`config.mk`:
```
export PLATFORM = sky130hd
export DESIGN_NAME = mips_multicycle_sequencer_flat
export DESIGN_NICKNAME = d
export VERILOG_FILES = /design/src/rtl/mips_multicycle_sequencer_pkg.sv /design/src/rtl/mips_multicycle_sequencer_if.sv /design/src/rtl/mips_multicycle_sequencer_fsm.sv /design/src/rtl/mips_multicycle_sequencer.sv /design/src/flat_wrapper.sv
export SDC_FILE = /design/constraint.sdc
export NUM_CORES = 1
export LEC_CHECK = 0
export CAP_MARGIN = 25
export CORE_MARGIN = 1
export CORE_UTILIZATION = 35
export DETAILED_ROUTE_END_ITERATION = 16
export PLACE_DENSITY = 0.69
export SETUP_SLACK_MARGIN = 0.05
export SYNTH_ARGS = -nofsm -noshare
export SYNTH_HDL_FRONTEND = slang
export SYNTH_SLANG_ARGS = --single-unit
```
`constraint.sdc`:
```
create_clock -name clk -period 9.45 [get_ports clk]
set_input_delay 1.89 -clock clk [delete_from_list [all_inputs] [get_ports clk]]
set_output_delay 1.89 -clock clk [all_outputs]
set_load 0.03 [all_outputs]
```
`src/rtl/mips_multicycle_sequencer_pkg.sv`:
```
// Shared opcode constants, sequencer states and
// helpers for the multi-cycle MIPS sequencer.
package mips_pkg;

  localparam logic [5:0] OP_RTYPE = 6'h00;
  localparam logic [5:0] OP_ADDI  = 6'h08;
  localparam logic [5:0] OP_LW    = 6'h23;
  localparam logic [5:0] OP_SW    = 6'h2B;
  localparam logic [5:0] OP_BEQ   = 6'h04;
  localparam logic [5:0] OP_J     = 6'h02;

  typedef enum logic [2:0] {
    IDLE,
    FETCH,
    DECODE,
    EXEC,
    MEM,
    WB,
    HALTED
  } state_t;

  function automatic logic [31:0] sext16(
    input logic [15:0] v
  );
    return {{16{v[15]}}, v};
  endfunction

  // Opcodes that execute (halt is checked separately).
  function automatic logic is_known(
    input logic [5:0] op
  );
    return op inside {OP_RTYPE, OP_ADDI, OP_LW,
                      OP_SW, OP_BEQ, OP_J};
  endfunction

endpackage

```
`src/rtl/mips_multicycle_sequencer_if.sv`:
```
// ALU bus between the sequencer (master) and
// the ALU top (slave).
interface mips_multicycle_sequencer_if;

  logic [5:0]  alu_opcode;
  logic [5:0]  alu_func;
  logic [31:0] alu_a;
  logic [31:0] alu_b;
  logic [31:0] alu_result;
  logic        alu_zero;

  modport master (
    output alu_opcode, alu_func, alu_a, alu_b,
    input  alu_result, alu_zero
  );

  modport slave (
    input  alu_opcode, alu_func, alu_a, alu_b,
    output alu_result, alu_zero
  );

endinterface

```
`src/rtl/mips_multicycle_sequencer_fsm.sv`:
```
// Sequencer state machine: state register, next
// state and registered per-state strobes.
module mips_seq_fsm
  import mips_pkg::*;
#(
  parameter logic [5:0] HALT_OPCODE = 6'h3F
) (
  input  logic       clk,
  input  logic       rst,
  input  logic       start,
  input  logic       imem_ready,
  input  logic       dmem_ready,
  input  logic [5:0] opcode,
  output state_t     state,
  output logic       imem_req,
  output logic       dmem_req,
  output logic       wb_en,
  output logic       ex_en,
  output logic       busy,
  output logic       halted,
  output logic       illegal
);

  state_t nxt;
  logic   ill_nxt;

  // Next state from the current state and opcode.
  always_comb begin
    nxt     = state;
    ill_nxt = 1'b0;
    unique case (state)
      IDLE:   if (start) nxt = FETCH;
      FETCH:  if (imem_ready) nxt = DECODE;
      DECODE: begin
        if (opcode == OP_J) begin
          nxt = FETCH;
        end else if (opcode == HALT_OPCODE) begin
          nxt = HALTED;
        end else if (!is_known(opcode)) begin
          nxt     = HALTED;
          ill_nxt = 1'b1;
        end else begin
          nxt = EXEC;
        end
      end
      EXEC: begin
        if (opcode == OP_BEQ)
          nxt = FETCH;
        else if (opcode == OP_LW || opcode == OP_SW)
          nxt = MEM;
        else
          nxt = WB;
      end
      MEM: begin
        if (dmem_ready)
          nxt = (opcode == OP_LW) ? WB : FETCH;
      end
      WB:     nxt = FETCH;
      HALTED: nxt = HALTED;
      default: nxt = IDLE;
    endcase
  end

  // State and strobes registered from next state.
  always_ff @(posedge clk or posedge rst) begin
    if (rst) begin
      state    <= IDLE;
      imem_req <= 1'b0;
      dmem_req <= 1'b0;
      wb_en    <= 1'b0;
      ex_en    <= 1'b0;
      busy     <= 1'b0;
      halted   <= 1'b0;
      illegal  <= 1'b0;
    end else begin
      state    <= nxt;
      imem_req <= (nxt == FETCH);
      dmem_req <= (nxt == MEM);
      wb_en    <= (nxt == WB);
      ex_en    <= (nxt == EXEC);
      busy     <= (nxt != IDLE) && (nxt != HALTED);
      halted   <= (nxt == HALTED);
      if (ill_nxt) illegal <= 1'b1;
    end
  end

endmodule

```
`src/rtl/mips_multicycle_sequencer.sv`:
```
// Multi-cycle MIPS sequencer: PC/IR/A/B/ALUOut/MDR
// datapath around the mips_seq_fsm controller.
module mips_multicycle_sequencer
  import mips_pkg::*;
#(
  parameter logic [31:0] RESET_PC    = 32'h0000_0000,
  parameter logic [5:0]  HALT_OPCODE = 6'h3F
) (
  input  logic        clk,
  input  logic        rst,
  input  logic        start,
  output logic        imem_req,
  output logic [31:0] imem_addr,
  input  logic [31:0] imem_rdata,
  input  logic        imem_ready,
  output logic [4:0]  rf_raddr1,
  output logic [4:0]  rf_raddr2,
  input  logic [31:0] rf_rdata1,
  input  logic [31:0] rf_rdata2,
  output logic        rf_we,
  output logic [4:0]  rf_waddr,
  output logic [31:0] rf_wdata,
  mips_multicycle_sequencer_if.master alu,
  output logic        dmem_req,
  output logic        dmem_we,
  output logic [31:0] dmem_addr,
  output logic [31:0] dmem_wdata,
  input  logic [31:0] dmem_rdata,
  input  logic        dmem_ready,
  output logic [31:0] pc,
  output logic        busy,
  output logic        halted,
  output logic        illegal
);

  logic [31:0] ir, a, b, alu_out, mdr, imm;
  logic [5:0]  op;
  logic [4:0]  wb_addr;
  logic        wb_en, ex_en;
  logic        is_r, is_lw, is_sw, is_beq, is_j;
  state_t      state;

  assign op     = ir[31:26];
  assign imm    = sext16(ir[15:0]);
  assign is_r   = (op == OP_RTYPE);
  assign is_lw  = (op == OP_LW);
  assign is_sw  = (op == OP_SW);
  assign is_beq = (op == OP_BEQ);
  assign is_j   = (op == OP_J);

  mips_seq_fsm #(
    .HALT_OPCODE(HALT_OPCODE)
  ) u_fsm (
    .clk       (clk),
    .rst       (rst),
    .start     (start),
    .imem_ready(imem_ready),
    .dmem_ready(dmem_ready),
    .opcode    (op),
    .state     (state),
    .imem_req  (imem_req),
    .dmem_req  (dmem_req),
    .wb_en     (wb_en),
    .ex_en     (ex_en),
    .busy      (busy),
    .halted    (halted),
    .illegal   (illegal)
  );

  // Datapath registers, each loaded in its own state.
  always_ff @(posedge clk or posedge rst) begin
    if (rst) begin
      pc      <= RESET_PC;
      ir      <= '0;
      a       <= '0;
      b       <= '0;
      alu_out <= '0;
      mdr     <= '0;
    end else begin
      if (imem_req && imem_ready) begin
        ir <= imem_rdata;
        pc <= pc + 32'd4;
      end
      if (state == DECODE) begin
        a <= rf_rdata1;
        b <= rf_rdata2;
        if (is_j)
          pc <= {pc[31:28], ir[25:0], 2'b00};
      end
      if (ex_en) begin
        alu_out <= alu.alu_result;
        if (is_beq && alu.alu_zero)
          pc <= pc + {imm[29:0], 2'b00};
      end
      if (dmem_req && dmem_ready && is_lw)
        mdr <= dmem_rdata;
    end
  end

  assign imem_addr = imem_req ? pc : '0;
  assign rf_raddr1 = ir[25:21];
  assign rf_raddr2 = ir[20:16];

  assign wb_addr  = is_r ? ir[15:11] : ir[20:16];
  assign rf_waddr = wb_en ? wb_addr : '0;
  assign rf_wdata = !wb_en ? '0 :
                    is_lw  ? mdr : alu_out;
  assign rf_we    = wb_en && (wb_addr != 5'd0);

  assign alu.alu_opcode = ex_en ? op : '0;
  assign alu.alu_func   = ex_en ? ir[5:0] : '0;
  assign alu.alu_a      = ex_en ? a : '0;
  assign alu.alu_b      = !ex_en        ? '0 :
                          (is_r||is_beq) ? b : imm;

  assign dmem_we    = dmem_req && is_sw;
  assign dmem_addr  = dmem_req ? alu_out : '0;
  assign dmem_wdata = dmem_req ? b : '0;

endmodule

```
`src/flat_wrapper.sv`:
```
// flat-port wrapper written by rule: the top's interface ports become plain ports
module mips_multicycle_sequencer_flat import mips_pkg::*;
#(
  parameter logic [31:0] RESET_PC    = 32'h0000_0000,
  parameter logic [5:0]  HALT_OPCODE = 6'h3F
)
  (clk, rst, start, imem_req, imem_addr, imem_rdata, imem_ready, rf_raddr1, rf_raddr2, rf_rdata1, rf_rdata2, rf_we, rf_waddr, rf_wdata, dmem_req, dmem_we, dmem_addr, dmem_wdata, dmem_rdata, dmem_ready, pc, busy, halted, illegal, alu_alu_opcode, alu_alu_func, alu_alu_a, alu_alu_b, alu_alu_result, alu_alu_zero);
  mips_multicycle_sequencer_if alu_i ();
  input  logic clk;
  input  logic rst;
  input  logic start;
  output logic imem_req;
  output logic [31:0] imem_addr;
  input  logic [31:0] imem_rdata;
  input  logic imem_ready;
  output logic [4:0] rf_raddr1;
  output logic [4:0] rf_raddr2;
  input  logic [31:0] rf_rdata1;
  input  logic [31:0] rf_rdata2;
  output logic rf_we;
  output logic [4:0] rf_waddr;
  output logic [31:0] rf_wdata;
  output logic dmem_req;
  output logic dmem_we;
  output logic [31:0] dmem_addr;
  output logic [31:0] dmem_wdata;
  input  logic [31:0] dmem_rdata;
  input  logic dmem_ready;
  output logic [31:0] pc;
  output logic busy;
  output logic halted;
  output logic illegal;
  output wire logic [$bits(alu_i.alu_opcode)-1:0] alu_alu_opcode;
  output wire logic [$bits(alu_i.alu_func)-1:0] alu_alu_func;
  output wire logic [$bits(alu_i.alu_a)-1:0] alu_alu_a;
  output wire logic [$bits(alu_i.alu_b)-1:0] alu_alu_b;
  input wire logic [$bits(alu_i.alu_result)-1:0] alu_alu_result;
  input wire logic [$bits(alu_i.alu_zero)-1:0] alu_alu_zero;
  assign alu_alu_opcode = alu_i.alu_opcode;
  assign alu_alu_func = alu_i.alu_func;
  assign alu_alu_a = alu_i.alu_a;
  assign alu_alu_b = alu_i.alu_b;
  assign alu_i.alu_result = alu_alu_result;
  assign alu_i.alu_zero = alu_alu_zero;
  mips_multicycle_sequencer #(.RESET_PC(RESET_PC), .HALT_OPCODE(HALT_OPCODE)) u_core (.clk(clk), .rst(rst), .start(start), .imem_req(imem_req), .imem_addr(imem_addr), .imem_rdata(imem_rdata), .imem_ready(imem_ready), .rf_raddr1(rf_raddr1), .rf_raddr2(rf_raddr2), .rf_rdata1(rf_rdata1), .rf_rdata2(rf_rdata2), .rf_we(rf_we), .rf_waddr(rf_waddr), .rf_wdata(rf_wdata), .alu(alu_i), .dmem_req(dmem_req), .dmem_we(dmem_we), .dmem_addr(dmem_addr), .dmem_wdata(dmem_wdata), .dmem_rdata(dmem_rdata), .dmem_ready(dmem_ready), .pc(pc), .busy(busy), .halted(halted), .illegal(illegal));
endmodule
```
==> run_1/met3.png <==
Drawn at 2 px/um.
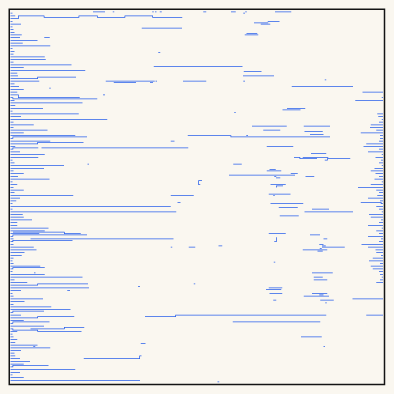
269 nets have wire on it. The longest straight run is 82.6 um. The layer carries 3190 um of wire. The layer holds 8.0% of the routed length.

==> run_1/metal_stack.png <==
Drawn at 2 px/um. Only two layers are drawn.
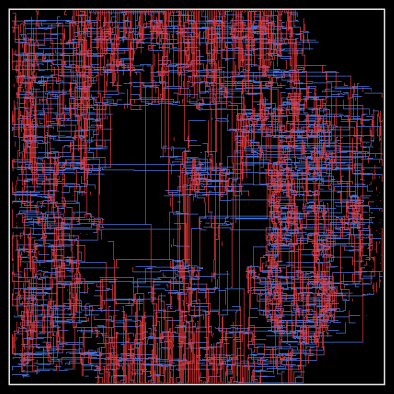
Key: met1 = blue [wire length 15800 um]; met2 = red [wire length 19800 um]

==> metrics.csv, run 1 <==
stage,metric,value,unit
global_route,grt_start_max_net_pins,84,
final_timing,fin_worst_hold_slack,0.480,ns
power_and_ir_drop,power_switching_share,44.7,%
synth,post_synth_num_cell_types,61,
synth,post_synth_ao_oa_area_fraction,12.2,%
layout,n_all_inverters,11,
clock_network,cts_h_tree_depth,1,
drt,routed_via_density,5.13,
drt,drt-total-wl,39900,um
worst_setup_path,worst_r2r_endpoint,u_core.pc[28]$_DFF_PP0_,
worst_setup_path,timing.critical_path.required,7.56,ns
drt,wl_met2,19800,um
final_timing,setup-tns-final,0,ns
final_timing,max_transition_margin,33.7,%
power_and_ir_drop,power.net_switching,2.62,mW
worst_setup_path,start_kind,flip-flop,
power_and_ir_drop,seq_cell_power,1.69,mW
layout,nonClkBufAreaFrac,25.1,%
hold_path,timing.hold.worst_endpoint,u_core.u_fsm.illegal$_DFFE_PP0P_,
layout,final_layout_size_suffix_gt1_share,14.4,%
layout,stdcell_area,17300,sq um
power_and_ir_drop,fin_total_pwr,5.86,mW
synth,synth.cell_area,12000,sq um
hold_path,timing.hold.worst.class,flip-flop to flip-flop,
drt,m1WireLength,15800,um
worst_setup_path,worstPathMaxFanout,33,
power_and_ir_drop,clock_power,0.938,mW
power_and_ir_drop,cellLeakagePower,7.08,nW
global_route,use_met3,6.45,%
global_route,grt_use_met2,39.7,%
power_and_ir_drop,power.clock.fraction,16.0,%
clock_network,cts_hold_repair.buffers,0,
final_timing,min_period_over_period,54.0,%
final_timing,timing.final.ws_setup,4.35,ns
layout,n_clock_buffer,35,
layout,final-clk-cell-share,4.66,%
worst_setup_path,worst_setup_path_startpoint,u_core.ir[28]$_DFFE_PP0P_,
synth,yosys-stat-area,12000,sq um
hold_path,holdCritStartpoint,u_core.u_fsm.illegal$_DFFE_PP0P_,
final_timing,slew_at_the_pin_with_the_worst_max_slew_slack,0.995,ns
power_and_ir_drop,internal-power,3.24,mW
synth,post_synth_fa_ha_maj_area_fraction,3.39,%
layout,layoutNonFillerInstCount,2056,
placed_design,place.port_buffers,423,
final_timing,layout_min_cycle_time,5.10,ns
clock_network,postCtsSetupBuffers,0,
final_timing,max_clock_skew,0.0105,ns
drt,post_drt_wl_per_cell,19.4,um
global_route,busiest_layer,met2,
worst_setup_path,slowest_stage,sky130_fd_sc_hd__clkdlybuf4s50_1,
synth,ys_seq_share,42.2,%
worst_setup_path,criticalPathCategory,flip-flop to output port,
worst_setup_path,cp_num_cells,5,
drt,highest_layer,met4,
clock_network,clkLatencyLatePin,0.53,ns
power_and_ir_drop,powerDensity,338,nW/um^2
floorplanning,die_h,187,um
clock_network,cts.reportedPaths.clkPinSlew,0.06,ns
floorplanning,dieArea,34900,sq um
clock_network,cts_inserted_buffers,25,
floorplanning,rows,67,
synth,netlist.area_leader.share,42.2,%
layout,number_of_fillers_in_the_final_layout,2982,
run,max_cap_viol_count,0,
global_route,grtUsageMet1,26.5,%
floorplanning,pin_count,424,
worst_setup_path,critPathArrivalTime,3.21,ns
synth,mux_area_share,15.5,%
global_route,grt_pass1_wl,62200,um
global_route,grt_remaining_overflow,0,
worst_setup_path,crit_path_cell_trace,nor4_2 -> buf_4 -> nand2_1 -> a21boi_0 -> clkdlybuf4s50_1,
worst_setup_path,crit_buf_inv,2,
worst_setup_path,worst_path_largest_cell_delay,0.77,ns
synth,synth_xor_xnor_area_share,3.88,%
drt,drc,0,
synth,post_synth_most_frequent_cells,"sky130_fd_sc_hd__dfrtp_1 (202), sky130_fd_sc_hd__mux2_2 (160), sky130_fd_sc_hd__and2_1 (149)",
drt,drt_pass1_iterations,6,
layout,final_cell_mix,"sky130_fd_sc_hd__clkdlybuf4s50_1 (423), sky130_fd_sc_hd__dfrtp_1 (201), sky130_fd_sc_hd__mux2_2 (160)",
placed_design,pre_cts_ws,4.87,ns
synth,logic_family,simple AND/OR/NAND/NOR gates,
synth,synth_flops,202,
clock_network,clk_root_buffer_cell,sky130_fd_sc_hd__clkbuf_16,
synth,largest_area_cell,sky130_fd_sc_hd__dfrtp_1,
synth,async_flop_share,100,%
power_and_ir_drop,power_frac_seq,28.9,%
final_timing,grt_setup_unrepaired,no,
outcome,result_of_the_run,"finished, final reports clean",
floorplanning,die_x,187,um
worst_setup_path,family_of_cells_with_the_greatest_summed_delay_on_the_critical_path,buffers and inverters,
placed_design,gp_congestion,0.914,
synth,syn_inst,1213,
layout,antenna_cells_inserted,0,
global_route,antenna_violations_before_repair,0,
worst_setup_path,cp-endpoint,rf_wdata[31],
drt,drtAntennaViolNets,0,
placed_design,number_of_placed_cells_counting_well_taps,2010,
==> run_1/final_placement.png <==
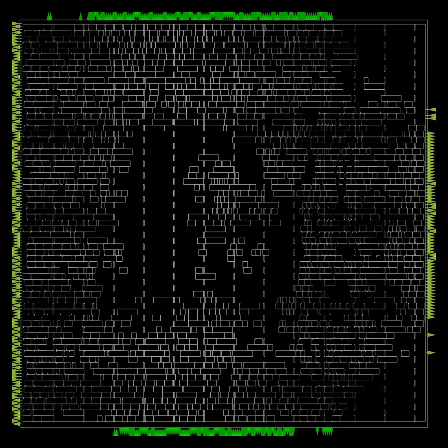
standard cell core area: 33600 sq um
flip-flop and latch count: 202
fraction of area in registers: 29.2%
Tapcells: 448

==> run 2, diff against run 1 <==
--- a/config.mk
+++ b/config.mk
@@ -9,7 +9,7 @@
 export CORE_MARGIN = 1
 export CORE_UTILIZATION = 35
 export DETAILED_ROUTE_END_ITERATION = 16
-export PLACE_DENSITY = 0.69
+export PLACE_DENSITY = 0.71
 export SETUP_SLACK_MARGIN = 0.05
 export SYNTH_ARGS = -nofsm -noshare
 export SYNTH_HDL_FRONTEND = slang
==> constraint.sdc (replaced) <==
create_clock -name clk -period 4.24 [get_ports clk]
set_input_delay 0.848 -clock clk [delete_from_list [all_inputs] [get_ports clk]]
set_output_delay 0.848 -clock clk [all_outputs]
set_load 0.03 [all_outputs]
==> run 2 against run 1 <==
  * Combinational power up 120%
  * Utilization is 0.58 points higher
  * Register-to-register slack worse by 5.0 ns
  * Largest power group unchanged
  * Highest routed layer unchanged
  * Area after synthesis unchanged
  * Setup slack got worse by 4.1 ns
  * Non-clock buffer count is 8 higher
  * Clock skew rose by 0.0021 ns
==> metrics.csv, run 2 <==
stage,metric,value,unit,change
outcome,result_of_the_run,"finished, final reports clean",,unchanged
floorplanning,tap-cell-count,448,,unchanged
final_timing,clock.fmax,0.253,GHz,
synth,post_synth_most_frequent_cells,"sky130_fd_sc_hd__dfrtp_1 (202), sky130_fd_sc_hd__mux2_2 (160), sky130_fd_sc_hd__and2_1 (149)",,unchanged
layout,synth_to_final_area_change,46.4,%,was 44.8%
global_route,grt_pass1_wl,62900,um,was 62200 um
final_timing,layout_min_cycle_time,3.96,ns,
synth,post_synth_fa_ha_maj_area_fraction,3.39,%,unchanged
layout,n_clock_buffer,37,,was 35
placed_design,place.port_buffers,423,,unchanged
synth,synth_flops,202,,unchanged
floorplanning,dieArea,34900,sq um,unchanged
power_and_ir_drop,clock_power,2.27,mW,was 0.938 mW
worst_setup_path,regToRegStartpoint,u_core.pc[2]$_DFF_PP0_,,unchanged
global_route,grt_start_max_net_pins,90,,was 84
global_route,use_met3,6.25,%,was 6.45%
synth,enable_flop_cells,0,,unchanged
layout,layoutNonFillerInstCount,2065,,was 2056
clock_network,clk_root_buffer_cell,sky130_fd_sc_hd__clkbuf_16,,unchanged
layout,seq_area_share,28.9,%,was 29.2%
power_and_ir_drop,power-top-group,combinational logic,,unchanged
floorplanning,die_x,187,um,unchanged
power_and_ir_drop,power_frac_seq,29.0,%,was 28.9%
clock_network,cts_inserted_buffers,26,,was 25
worst_setup_path,family_of_cells_with_the_greatest_summed_delay_on_the_critical_path,simple AND/OR/NAND/NOR gates,,was buffers and inverters
global_route,grt_remaining_overflow,0,,unchanged
drt,via_count,10600,,about the same
drt,drc,0,,unchanged
power_and_ir_drop,cellLeakagePower,7.16,nW,was 7.08 nW
clock_network,cts.sink_count,202,,unchanged
drt,detail_route.iter0.violations,583,,was 548
worst_setup_path,cp_num_cells,6,,was 5
clock_network,cts_tree,done,,unchanged
synth,syn_inst,1213,,unchanged
global_route,first_global_vias,10900,,was 10600
clock_network,clkLatencyLatePin,0.53,ns,about the same
run,max_cap_viol_count,0,,unchanged
drt,post_drt_wl_per_cell,19.6,um,was 19.4 um
synth,ys_seq_share,42.2,%,unchanged
power_and_ir_drop,powerDensity,758,nW/um^2,was 338 nW/um^2
layout,final_cell_mix,"sky130_fd_sc_hd__clkdlybuf4s50_1 (423), sky130_fd_sc_hd__dfrtp_1 (201), sky130_fd_sc_hd__mux2_2 (160)",,unchanged
hold_path,timing.hold.worst.class,flip-flop to flip-flop,,unchanged
final_timing,fin_worst_hold_slack,0.479,ns,was 0.480 ns
synth,fp_nets,1410,,unchanged
layout,final_layout_size_suffix_gt1_share,14.6,%,was 14.4%
final_timing,max_clock_skew,0.0126,ns,was 0.0105 ns
worst_setup_path,critical_path_capture_point_type,output port,,unchanged
power_and_ir_drop,p_comb,7.16,mW,was 3.23 mW
worst_setup_path,worst_r2r_endpoint,u_core.pc[28]$_DFF_PP0_,,unchanged
clock_network,max-clock-path-buffers,3,,unchanged
layout,antenna_cells_inserted,1,,was 0
layout,layout.sequential_cells,202,,unchanged
final_timing,hold_viol,0,,unchanged
placed_design,pre_cts_ws,0.806,ns,was 4.87 ns
worst_setup_path,worstPathMaxFanout,17,,was 33
worst_setup_path,cp-endpoint,alu_alu_b[30],,was rf_wdata[31]
clock_network,cts_h_tree_depth,1,,unchanged
placed_design,place.detailed.hpwl,29600,um,was 29000 um
synth,logic_family,simple AND/OR/NAND/NOR gates,,unchanged
global_route,busiest_layer,met2,,unchanged
layout,n_all_inverters,11,,unchanged
worst_setup_path,crit_path_cell_trace,nor4_4 -> or2b_1 -> and2_1 -> a21oi_1 -> nor2b_1 -> clkdlybuf4s50_1,,was nor4_2 -> buf_4 -> nand2_1 -> a21boi_0 -> clkdlybuf4s50_1
floorplanning,core,33600,sq um,unchanged
layout,layout.area.top_class,logic gates,,unchanged
global_route,antenna_violations_before_repair,1,,was 0
hold_path,timing.hold.worst_endpoint,u_core.u_fsm.illegal$_DFFE_PP0P_,,unchanged
synth,post_synth_num_cell_types,61,,unchanged
power_and_ir_drop,power_switching_share,43.9,%,was 44.7%
synth,largest_area_cell,sky130_fd_sc_hd__dfrtp_1,,unchanged
final_timing,setup-tns-final,0,ns,unchanged
worst_setup_path,start_kind,flip-flop,,unchanged
power_and_ir_drop,ir_drop,0.000336,V,was 0.000168 V
worst_setup_path,slowest_stage,sky130_fd_sc_hd__clkdlybuf4s50_1,,unchanged
layout,stdcell_area,17500,sq um,was 17300 sq um
floorplanning,rows,67,,unchanged
synth,yosys-stat-area,12000,sq um,unchanged
drt,drt_pass1_iterations,5,,was 6
drt,drtAntennaViolNets,0,,unchanged
power_and_ir_drop,seq_cell_power,3.85,mW,was 1.69 mW
worst_setup_path,r2r.worst_path.cells,10,,unchanged
final_timing,max_transition_margin,34.3,%,was 33.7%
worst_setup_path,timing.critical_path.required,3.39,ns,was 7.56 ns
synth,netlist.area_leader.share,42.2,%,unchanged
final_timing,grt_setup_unrepaired,no,,unchanged
synth,async_flop_share,100,%,unchanged
hold_path,holdCritStartpoint,u_core.u_fsm.illegal$_DFFE_PP0P_,,unchanged
worst_setup_path,worst_path_largest_cell_delay,0.59,ns,was 0.77 ns
synth,synth.cell_area,12000,sq um,unchanged
drt,highest_layer,met4,,unchanged
worst_setup_path,regToRegSetupSlack,0.96,ns,was 5.98 ns
power_and_ir_drop,power.clock.fraction,17.1,%,was 16.0%
synth,top_cells_by_area,"sky130_fd_sc_hd__dfrtp_1 (42%), sky130_fd_sc_hd__mux2_2 (15%), sky130_fd_sc_hd__and2_1 (7.8%), sky130_fd_sc_hd__nand2_1 (4.6%), sky130_fd_sc_hd__a21boi_0 (3.3%)",,unchanged
power_and_ir_drop,power.net_switching,5.83,mW,was 2.62 mW
drt,drt-total-wl,40400,um,was 39900 um
clock_network,cts.reportedPaths.clkPinSlew,0.05,ns,was 0.06 ns
final_timing,min_period_over_period,93.4,%,
synth,synth_xor_xnor_area_share,3.88,%,unchanged
global_route,grt_use_met2,40.7,%,was 39.7%
floorplanning,pin_count,424,,unchanged
worst_setup_path,critPathArrivalTime,3.11,ns,was 3.21 ns
layout,final-clk-cell-share,5.03,%,was 4.66%
synth,yosysMostFrequentCell,sky130_fd_sc_hd__dfrtp_1,,unchanged
placed_design,number_of_placed_cells_counting_well_taps,2017,,was 2010
layout,layout_top_cell_excl_fill_tap,sky130_fd_sc_hd__clkdlybuf4s50_1,,unchanged
synth,mux_area_share,15.5,%,unchanged
layout,final_net_count,1795,,was 1786
final_timing,setup_viol_count_final,0,,unchanged
drt,wl_met2,20400,um,was 19800 um
clock_network,postCtsSetupBuffers,0,,unchanged
clock_network,cts_hold_repair.buffers,0,,unchanged
global_route,grtUsageMet1,26.3,%,was 26.5%
synth,ys.flop_type,sky130_fd_sc_hd__dfrtp_1,,unchanged
layout,nonClkBufAreaFrac,25.5,%,was 25.1%
drt,m1WireLength,15900,um,was 15800 um
final_timing,slew_at_the_pin_with_the_worst_max_slew_slack,0.981,ns,was 0.995 ns
synth,post_synth_ao_oa_area_fraction,12.2,%,unchanged
placed_design,gp_congestion,0.933,,was 0.914
worst_setup_path,worst_setup_path_startpoint,u_core.ir[29]$_DFFE_PP0P_,,was u_core.ir[28]$_DFFE_PP0P_
final_timing,timing.final.ws_setup,0.280,ns,was 4.35 ns
worst_setup_path,criticalPathCategory,flip-flop to output port,,unchanged
power_and_ir_drop,fin_total_pwr,13.3,mW,was 5.86 mW
layout,number_of_fillers_in_the_final_layout,3021,,was 2982
power_and_ir_drop,internal-power,7.44,mW,was 3.24 mW
drt,routed_via_density,5.16,,was 5.13
worst_setup_path,crit_buf_inv,1,,was 2
floorplanning,die_h,187,um,unchanged
==> run_2/metal_stack.png <==
Drawn at 2 px/um. Only two layers are drawn.
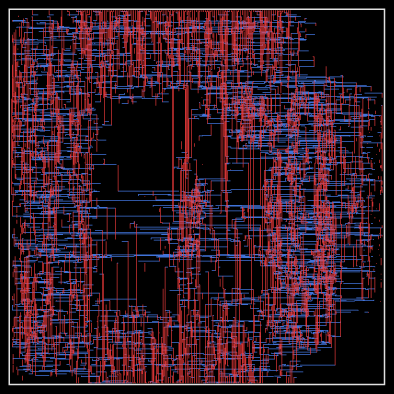
Key: met2 = red [wire length 20.4 mm]; met1 = blue [wire length 15900 um]

No activity file was given, so power comes from the tool's default toggle rates.
